Design lfsr_stim_gen_flat, sky130hd; sources not shown.
### Nets reached from selected ports, run 1

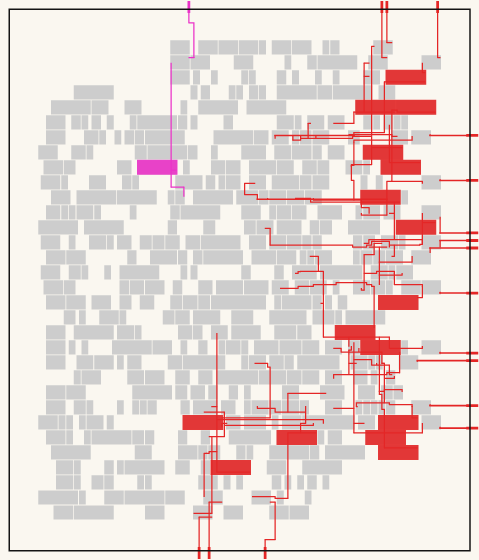
Key: magenta = `gen_if_done` [bits 1, direction output, end cells 1, wire 37.5 um]; red = `gen_if_word_cnt` [bits 16, direction output, end cells 16, wire 882 um]
I/O Pins: 65
port bufs: 64

### Register map, names as in the netlist, run 1

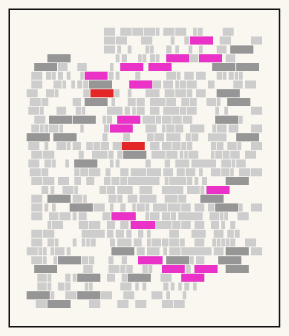
Key: magenta = `u_core.nwords_q` [sequential cells 16]; red = `u_core.state_q` [sequential cells 2]
Another 34 sequential cells are not colored.
flop share of the area: 26.6%
P_seq: 1.09 mW
final core occ: 61.7%
register area: 0.00104 mm^2

### Routed metal per tile, run 1

17 x 20 tiles, from black (low) to pale yellow (high), scaled to the fullest tile. Values are wire area over tile area, all layers added.
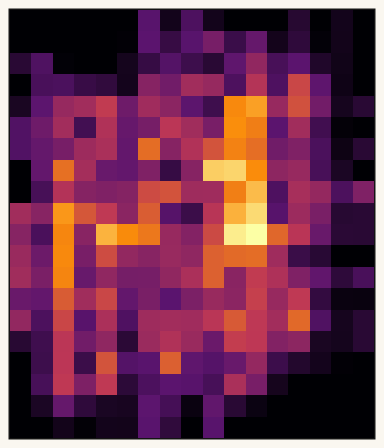
16% of the tiles are over half the peak. The emptiest ninth of the die: bottom right. 17% of the tiles are nearly empty. The fullest tile reaches 0.51. The densest ninth of the die: middle.
overall routing resource usage: 18.1%
WL final: 7380 um
via count: 2792
wire length per cell: 14.2 um

==> results.py, run 1 <==
# Metrics from the implementation run
metrics = {
    "power_and_ir_drop": {
        "seqPwrFrac_pct": 47.0,
        "ir_worst_vdd_v": 0.000369,
        "p_leak_nw": 1.43,
        "netSwitchingFraction_pct": 30.0,
        "power_leader": "registers",
        "p_comb_mw": 0.642,
        "clkPwrFrac_pct": 25.4,
    },
    "die": {
        "fp_util_pct": 46.5,
        "die_x_um": 83.2,
        "die_h_um": 97.9,
    },
    "drt": {
        "drt_first_iter_violations": 143,
    },
    "cts": {
        "cts-htree-levels": 2,
        "cts_buffers": 5,
    },
    "synthesis": {
        "synth_area_mm2": 0.00296,
        "ys_seq_share_pct": 35.2,
        "ys_ff": 52,
    },
    "global_routing": {
        "grt_most_used_layer": "met2",
    },
    "critical_path": {
        "cp_slowest_stage_delay_ns": 0.41,
        "path_buffers": 1,
        "worst-r2r-cell-count": 7,
    },
    "final_timing": {
        "hold_viol_final": 0,
        "rsz0062_at_grt": "true",
        "setup_ws_ns": 0.0490,
        "setup_viol": 0,
    },
    "cells_and_area": {
        "ff_count": 52,
        "largest_cell_class": "logic gates",
        "area_growth_pct": 32.6,
        "fin_cells": 521,
    },
    "worst_hold_path": {
        "holdPathStages": 3,
        "hold_path.class": "in -> reg",
    },
    "job": {
        "drv_cap": 0,
    },
    "placed_design": {
        "post-place-ws_ns": -0.00161,
    },
    "run_status": {
        "outcome": "finished clean",
    },
}
### Signal wires on met3, run 1

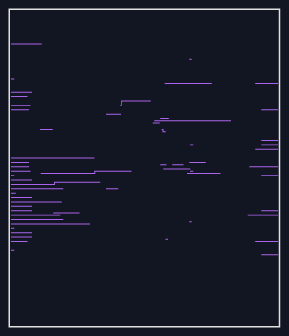

==> inputs of run 2 (changes only) <==
--- a/config.mk
+++ b/config.mk
@@ -5,6 +5,7 @@
 export SDC_FILE = /design/constraint.sdc
 export NUM_CORES = 1
 export LEC_CHECK = 0
+export ABC_AREA = 1
 export CORE_ASPECT_RATIO = 1.2
 export CORE_MARGIN = 5
 export CORE_UTILIZATION = 46
### Signal wires on met3, run 2

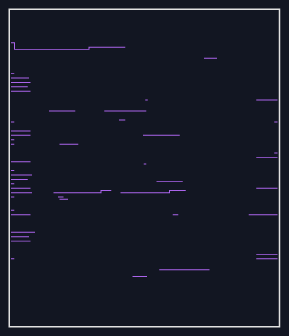
The wires run mostly horizontal. 45 nets have wire on it. The layer carries 284 um of wire. The longest straight run is 23.0 um. The layer holds 3.8% of the routed length.
met3 Track Usage GR: 2.97%
WL final: 7540 um
via count: 2916

==> results.py, run 2 <==
# Metrics from the implementation run
metrics = {
    "run_status": {
        "outcome": "finished clean",
    },
    "worst_hold_path": {
        "holdPathStages": 2,
        "hold_path.class": "reg -> reg",
    },
    "power_and_ir_drop": {
        "seqPwrFrac_pct": 46.3,
        "power_leader": "registers",
        "clkPwrFrac_pct": 29.2,
        "ir_worst_vdd_v": 0.000445,
        "netSwitchingFraction_pct": 31.0,
        "p_comb_mw": 0.583,
    },
    "global_routing": {
        "grt_pass1_wl_um": 12400,
        "antenna_found_initial": 0,
        "grt_max_degree": 32,
        "grt_most_used_layer": "met2",
    },
    "placed_design": {
        "port_buffers": 64,
        "post-place-ws_ns": 0.0994,
    },
    "critical_path": {
        "cp.depth": 8,
        "cp_slowest_stage_delay_ns": 0.45,
        "path_buffers": 0,
    },
    "final_timing": {
        "hold_viol_final": 0,
        "rsz0062_at_grt": "false",
        "setup_ws_ns": 0.174,
    },
    "synthesis": {
        "synth_area_mm2": 0.00293,
        "xor_share_pct": 3.28,
        "ys_seq_share_pct": 35.5,
    },
    "drt": {
        "wl_per_cell_um": 13.1,
        "drt_first_iter_violations": 189,
    },
    "die": {
        "core_area_mm2": 0.00633,
        "ioPinCount": 65,
        "die_x_um": 82.9,
        "die_h_um": 97.5,
        "fp_util_pct": 46.4,
    },
    "cells_and_area": {
        "final_util_pct": 59.4,
        "flop_area_mm2": 0.00104,
        "sh_comb_area_pct": 42.7,
        "largest_cell_class": "logic gates",
        "seq_share_pct": 27.7,
        "fin_cells": 576,
    },
    "cts": {
        "cts-htree-levels": 2,
        "cts_buffers": 5,
    },
    "job": {
        "drv_cap": 0,
    },
}
### Nets reached from selected ports, run 2

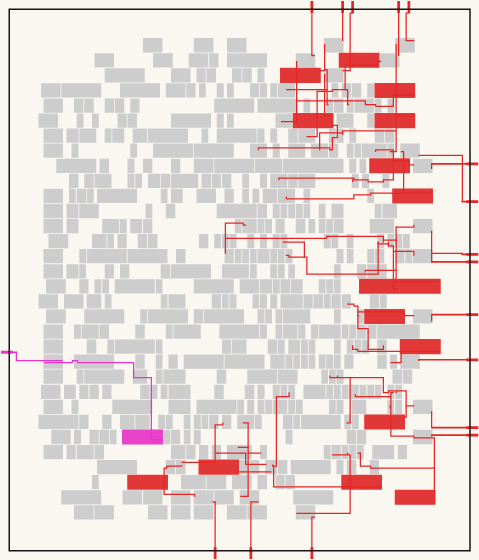
Key: red = `gen_if_word_cnt` [bits 16, direction output, end cells 16, wire 748 um]; magenta = `gen_if_done` [bits 1, direction output, end cells 1, wire 46.3 um]

### Placed standard cells, run 2

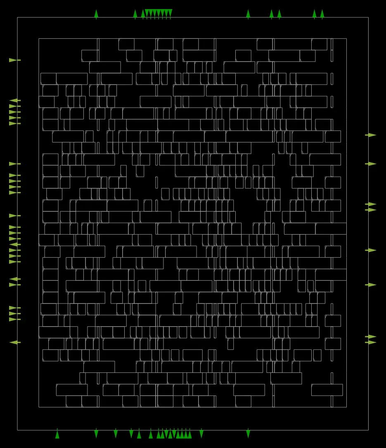

==> inputs of run 3 (changes only) <==
--- a/config.mk
+++ b/config.mk
@@ -12,6 +12,7 @@
 export CTS_CLUSTER_DIAMETER = 80
 export DETAILED_ROUTE_END_ITERATION = 8
 export PLACE_DENSITY_LB_ADDON = 0.12
+export REMOVE_ABC_BUFFERS = 1
 export SKIP_CTS_REPAIR_TIMING = 1
 export SYNTH_ARGS = -nofsm -noshare
 export SYNTH_HDL_FRONTEND = slang
### Placed standard cells, run 3

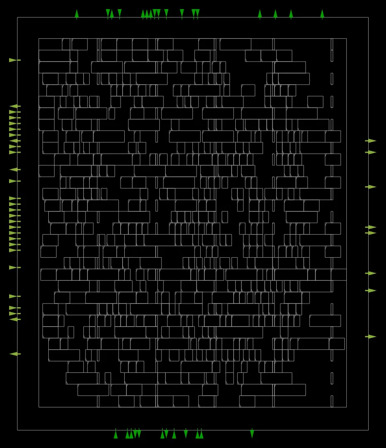
final core occ: 59.3%
final std cells w/o fill: 577
number of fill cells: 647
row count: 32
registers: 52

==> results.py, run 3 <==
# Metrics from the implementation run
metrics = {
    "cts": {
        "cts-htree-levels": 2,
    },
    "final_timing": {
        "rsz0062_at_grt": "false",
        "hold_viol_final": 0,
        "setup_viol": 0,
    },
    "synthesis": {
        "synth_area_mm2": 0.00293,
        "ys_seq_share_pct": 35.5,
        "ys_ff": 52,
    },
    "placed_design": {
        "gp_congestion": 0.957,
        "post-place-ws_ns": 0.138,
        "port_buffers": 64,
    },
    "drt": {
        "drt-total-wl_um": 7320,
        "wl_per_cell_um": 12.7,
        "drt_first_iter_violations": 117,
    },
    "cells_and_area": {
        "sh_comb_area_pct": 42.8,
        "area_growth_pct": 27.8,
        "largest_cell_class": "logic gates",
        "flop_area_mm2": 0.00104,
    },
    "die": {
        "die_x_um": 82.9,
        "fp_util_pct": 46.4,
        "ioPinCount": 65,
        "die_h_um": 97.5,
        "core_area_mm2": 0.00633,
    },
    "power_and_ir_drop": {
        "clkPwrFrac_pct": 28.9,
        "p_leak_nw": 1.61,
        "seqPwrFrac_pct": 46.6,
        "netSwitchingFraction_pct": 30.4,
        "p_comb_mw": 0.578,
        "power_leader": "registers",
        "ir_worst_vdd_v": 0.000267,
    },
    "global_routing": {
        "use_met3_pct": 3.73,
        "grt_pass1_wl_um": 12400,
        "grt_use_total_pct": 18.3,
        "antenna_found_initial": 0,
        "grt_max_degree": 32,
        "grt_most_used_layer": "met2",
    },
    "critical_path": {
        "worst-r2r-cell-count": 8,
        "cp.depth": 8,
        "path_buffers": 0,
    },
    "run_status": {
        "outcome": "finished clean",
    },
    "worst_hold_path": {
        "holdPathStages": 2,
        "hold_path.class": "reg -> reg",
    },
    "job": {
        "drv_cap": 0,
    },
}
### Register map, names as in the netlist, run 3

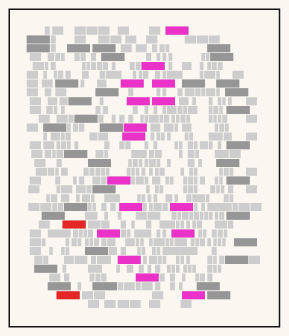
Key: magenta = `u_core.nwords_q` [sequential cells 16]; red = `u_core.state_q` [sequential cells 2]
Another 34 sequential cells are not colored.
flop share of the area: 27.8%
P_seq: 1.10 mW

No activity file was given, so power comes from the tool's default toggle rates.
